**Pin placement**

Pins as bars across the die edge, other pins in gray.
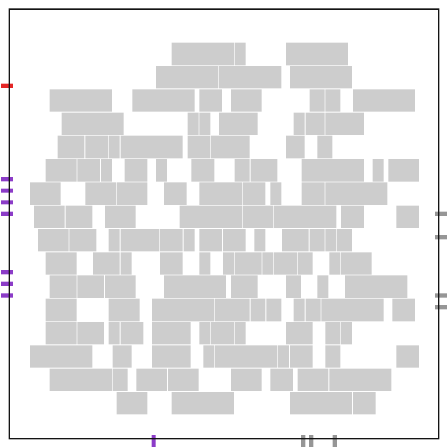
**Signal wires by layer**

Scale bar: 20 um.
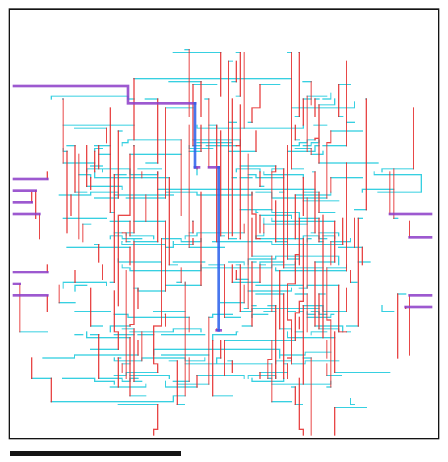
**Sequential cells grouped by signal name**

Other sequential cells in the stronger gray, the rest of the logic in the fainter gray.
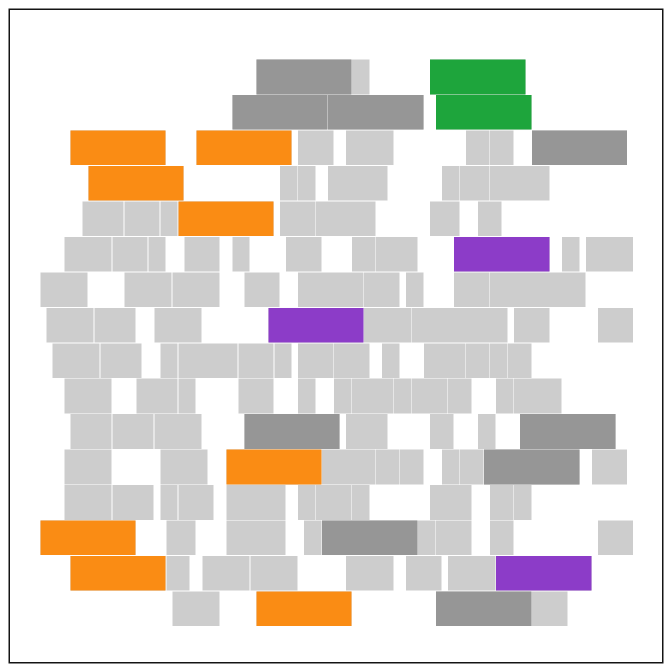
**Clock network drawn from the DEF**

Scale bar: 20 um.
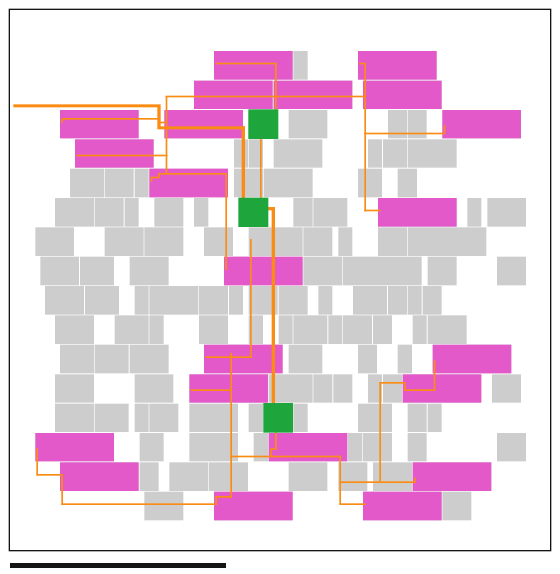
File: config.mk
export PLATFORM = sky130hd
export DESIGN_NAME = serial_tx
export DESIGN_NICKNAME = d
export VERILOG_FILES = /design/src/rtl/serial_tx.sv
export SDC_FILE = /design/constraint.sdc
export NUM_CORES = 1
export LEC_CHECK = 0
export CORE_MARGIN = 2
export CORE_UTILIZATION = 52
export DETAILED_ROUTE_END_ITERATION = 16
export PLACE_DENSITY = 0.77
export SYNTH_ARGS = -nofsm -noshare
export SYNTH_HDL_FRONTEND = slang
export SYNTH_SLANG_ARGS = --single-unit
File: constraint.sdc
create_clock -name clk -period 2.2 [get_ports clk]
set_input_delay 0.55 -clock clk [delete_from_list [all_inputs] [get_ports clk]]
set_output_delay 0.55 -clock clk [all_outputs]
set_load 0.1 [all_outputs]
File: src/rtl/serial_tx.sv
// Framed parallel-in / serial-out transmitter.
// Sends start bit, DATA_W data bits LSB first, optional parity bit and a stop
// bit. Each bit is held for CLKS_PER_BIT clocks. All outputs are registered.
// Ports:
//   clk   - clock, all state updates on the rising edge
//   rst   - synchronous active-high reset
//   din   - word to transmit, captured on an accepting edge
//   load  - request to transmit din
//   ready - a load is accepted on this edge
//   tx    - serial line, idles high
//   tx_n  - registered complement of tx
//   busy  - frame in progress
//   done  - one-cycle pulse after the last stop cycle
module serial_tx #(
  parameter int unsigned DATA_W       = 8,
  parameter int unsigned CLKS_PER_BIT = 4,
  parameter int unsigned PARITY_EN    = 1,
  parameter int unsigned PARITY_ODD   = 0
) (
  input  logic              clk,
  input  logic              rst,
  input  logic [DATA_W-1:0] din,
  input  logic              load,
  output logic              ready,
  output logic              tx,
  output logic              tx_n,
  output logic              busy,
  output logic              done
);

  localparam int unsigned CNT_W = (CLKS_PER_BIT > 1) ? $clog2(CLKS_PER_BIT) : 1;
  localparam int unsigned IDX_W = (DATA_W > 1) ? $clog2(DATA_W) : 1;
  localparam logic [CNT_W-1:0] CNT_LAST = CNT_W'(CLKS_PER_BIT - 1);
  localparam logic [IDX_W-1:0] IDX_LAST = IDX_W'(DATA_W - 1);

  typedef enum logic [2:0] {
    S_IDLE,
    S_START,
    S_DATA,
    S_PARITY,
    S_STOP
  } state_t;

  state_t             state_q, state_d;
  logic [CNT_W-1:0]   cnt_q, cnt_d;
  logic [IDX_W-1:0]   idx_q, idx_d;
  logic [DATA_W-1:0]  shift_q, shift_d;
  logic [DATA_W-1:0]  shift_nxt;
  logic               par_q, par_d;
  logic               tx_d, ready_d, busy_d, done_d;
  logic               wrap;

  assign wrap      = (cnt_q == CNT_LAST);
  assign shift_nxt = shift_q >> 1;

  // Next-state and next-output logic; outputs are computed one cycle ahead so
  // the registered values line up with the state they belong to.
  always_comb begin
    state_d = state_q;
    cnt_d   = cnt_q;
    idx_d   = idx_q;
    shift_d = shift_q;
    par_d   = par_q;
    tx_d    = tx;
    ready_d = 1'b0;
    busy_d  = 1'b1;
    done_d  = 1'b0;

    // Bit-period counter; only the wrap cycle advances the frame.
    if (state_q != S_IDLE) begin
      cnt_d = wrap ? '0 : cnt_q + CNT_W'(1);
    end

    unique case (state_q)
      S_IDLE: begin
        tx_d    = 1'b1;
        busy_d  = 1'b0;
        ready_d = 1'b1;
        if (load && ready) begin
          shift_d = din;
          par_d   = (^din) ^ 1'(PARITY_ODD);
          cnt_d   = '0;
          idx_d   = '0;
          state_d = S_START;
          tx_d    = 1'b0;
          busy_d  = 1'b1;
          ready_d = 1'b0;
        end
      end
      S_START: begin
        tx_d = 1'b0;
        if (wrap) begin
          state_d = S_DATA;
          tx_d    = shift_q[0];
        end
      end
      S_DATA: begin
        tx_d = shift_q[0];
        if (wrap) begin
          shift_d = shift_nxt;
          if (idx_q == IDX_LAST) begin
            if (PARITY_EN != 0) begin
              state_d = S_PARITY;
              tx_d    = par_q;
            end else begin
              state_d = S_STOP;
              tx_d    = 1'b1;
            end
          end else begin
            idx_d = idx_q + IDX_W'(1);
            tx_d  = shift_nxt[0];
          end
        end
      end
      S_PARITY: begin
        tx_d = par_q;
        if (wrap) begin
          state_d = S_STOP;
          tx_d    = 1'b1;
        end
      end
      S_STOP: begin
        tx_d = 1'b1;
        if (wrap) begin
          state_d = S_IDLE;
          busy_d  = 1'b0;
          ready_d = 1'b1;
          done_d  = 1'b1;
        end
      end
      default: begin
        state_d = S_IDLE;
        tx_d    = 1'b1;
        busy_d  = 1'b0;
        ready_d = 1'b1;
      end
    endcase
  end

  // State and output registers.
  always_ff @(posedge clk) begin
    if (rst) begin
      state_q <= S_IDLE;
      cnt_q   <= '0;
      idx_q   <= '0;
      shift_q <= '0;
      par_q   <= 1'b0;
      tx      <= 1'b1;
      tx_n    <= 1'b0;
      ready   <= 1'b1;
      busy    <= 1'b0;
      done    <= 1'b0;
    end else begin
      state_q <= state_d;
      cnt_q   <= cnt_d;
      idx_q   <= idx_d;
      shift_q <= shift_d;
      par_q   <= par_d;
      tx      <= tx_d;
      tx_n    <= ~tx_d;
      ready   <= ready_d;
      busy    <= busy_d;
      done    <= done_d;
    end
  end

endmodule

==> notes.md <==
Notes on the flow outputs.

- Nets still carrying antenna violations after routing amount to 0.
- The launch point of the worst min-delay path is recorded as cnt_q[1].
- The largest stage delay on the critical path is 440 ps.
- The number of antenna violations at the first check in global routing is 0.
- The finished layout cell area reads 1290 um2.
- The clock net sink count reads 22.
- For this run, asynchronously set or reset flops after synthesis account for 0%.
- Overall power consumption after layout is estimated at 0.000877 W.
- The wire length after detailed routing is ~1900 um.
- The HPWL after detailed placement is 1450 um.
- The clock tree from TritonCTS reads done.
- The number of logged tool warnings is 26.
- Between the synthesized netlist and the finished layout, the area growth was recorded as 17.0%.
- The combined global-route utilization of all metal layers reads 17.7%.
- The post-route worst hold slack is 477 ps.
- The core region is ~2000 um2.
- Data arrives at the worst endpoint at slightly below 2000 ps.
- The residual DRC count reads 0.
- The number of different library cells used by synthesis comes to 35.
- Per report_power, the Sequential row totals ~0.00045 W.
- The number of antenna diodes in the final layout is 0.
- The number of enable flip-flop cells is 0.
- The final tally of setup violations is 0.
- The cell with the most instances on the worst path reads ha_1.
- The level count of the clock H-tree reads 1.
- The pre-CTS setup slack is roughly 180 ps.
- The static leakage reads 0.479 nW.
- The max-cap violation count is 0.
- The number of buffers added by the clock tree synthesis step reads 3.
- The synthesized area reads 1100 um2.
- The clock share of power reads 25.1%.
- The share of total power in combinational logic reads 23.6%.
- The largest net degree at the start of global routing reads 16.
- Buffers inserted to repair hold after CTS numbered 0.
- In this run the critical path is formed by ha_1 > ha_1 > mux2_2 > o311ai_0 > o211ai_1.
- The switching part of the total is a little under a third.
- In this run the full chip footprint comes out at 2500 um2.
- The first-pass GRT wire length reads 3440 um.
- The type of element launching the critical path reads a flop.
- The run finished with clean final reports.
- Per the CTS log, the buffer count on the longest clock path is 2.
- After the first detailed-routing iteration, the DRC count stood at 4.
- The count of non-filler cells in the finished layout reads 158.
- The share of the clock period used by the worst path after layout reads 80.3%.
- For this run, the share of the core covered by cells in the final layout is 65.0%.
- The final weighted congestion recorded by global placement is 0.808.
- The post-route minimum period reads 1770 ps.
- In the final layout, the share of cells above drive strength 1 is 15.3%.
- The min-delay analysis places its worst path in the category reg -> reg.
- The die extent in x reads 50.0 um.
- The yosys stat cell total reads about 120.
- The sequential share of the synthesized area reads 40.0%.
- The number of warning messages in the yosys log is 0.
- In this run, placement finished with an instance count of ~150.
- The cell-internal power is between 0.0006 and 0.0007 W.
- The die is 50.0 um tall.
- The number of buffers inserted by post-CTS setup repair is 0.
- After synthesis the netlist holds a flip-flop and latch count of 22.
- The switching power is 0.000263 W.
- Per the final report, max-transition violations number 0.
- Max fanout on the critical path was recorded as 3.
- The total number of vias is ~850.
- The instance count of the mapped netlist reads 116.
## Picture notes: 'pin placement'
color	port	pins	direction	edge
purple	din	8	input	7 left, 1 bottom
red	clk	1	input	left
all pins by edge	8 left, 4 right, 4 bottom

## Picture notes: 'signal wires by layer'
color	layer	wire length
purple	M3	57.7 um
blue	M4	26.5 um
red	M2	967 um
cyan	M1	893 um

## Picture notes: 'sequential cells grouped by signal name'
color	signal	sequential cells
orange	shift_q	8
purple	state_q	3
green	cnt_q	2
not colored	9

## Picture notes: 'clock network drawn from the DEF'
[orange] clock wires | length: 256 um
[magenta] flip-flops | count: 22
[green] clock-net drivers | count: 3
routed clock nets	4

## layout make-up
type,count,area [um2]
Tap cell,27,33.8
Multi-Input combinational cell,83,599
Fill cell,171,693
Clock buffer,4,36.3
Sequential cell,22,440
Timing Repair Buffer,19,168
Inverter,3,11.3
## kinds of logic after synthesis
kind of cell / after synthesis / share of synthesized area [%]
mux: 9 / 8.30
fa+ha+maj: 3 / 3.41
xor+xnor: 8 / 6.36
flops: 22 / 40.0
simple gates: 36 / 15.8
compound gates: 27 / 20.6
buf+inv: 11 / 5.57
## path summary, 6_finish.rpt
kind                                 end  slack (ps)  cells after the start
worst max-delay path                  tx         430                      5
worst min-delay path            cnt_q[1]         480                      2
worst max register to register        tx         430                      5
worst min register to register  cnt_q[1]         480                      2
## synthesized netlist by cell type, drive strengths merged, types with 2 or more instances
cell | n | area [um2]
mux2i | 8 | 80.1
inv | 3 | 11.3
a22oi | 2 | 15.0
nand3b | 2 | 27.5
ha | 3 | 37.5
clkbuf | 3 | 12.5
nor2 | 17 | 63.8
a21oi | 5 | 25.0
a211oi | 9 | 95.1
nand2b | 2 | 12.5
xnor2 | 7 | 61.3
nand2 | 6 | 22.5
buf | 5 | 37.5
nor3 | 7 | 35.0
dfxtp | 22 | 440
## state kept, by name, indices dropped and copies added, names as in the netlist
register	count
done	1
idx_q	3
tx_n	1
cnt_q	2
ready	1
tx	1
par_q	1
shift_q	8
state_q	3
busy	1
## critical path, delay by kind of cell, from the launching register on
kind / cells / cell delay (ps)
AOI/OAI and AO/OA: 2 / 600
adders and majority gates: 2 / 340
DFF: 1 / 370
muxes: 1 / 340
## routing by layer
metal / global-route usage (%) / routed length, um
met5: 0 / 0
met3: 2.73 / 57
met2: 30.0 / 966
met4: 6.94 / 26
met1: 22.3 / 893
Power figures rest on the tool's default switching activity, not on a simulated workload.
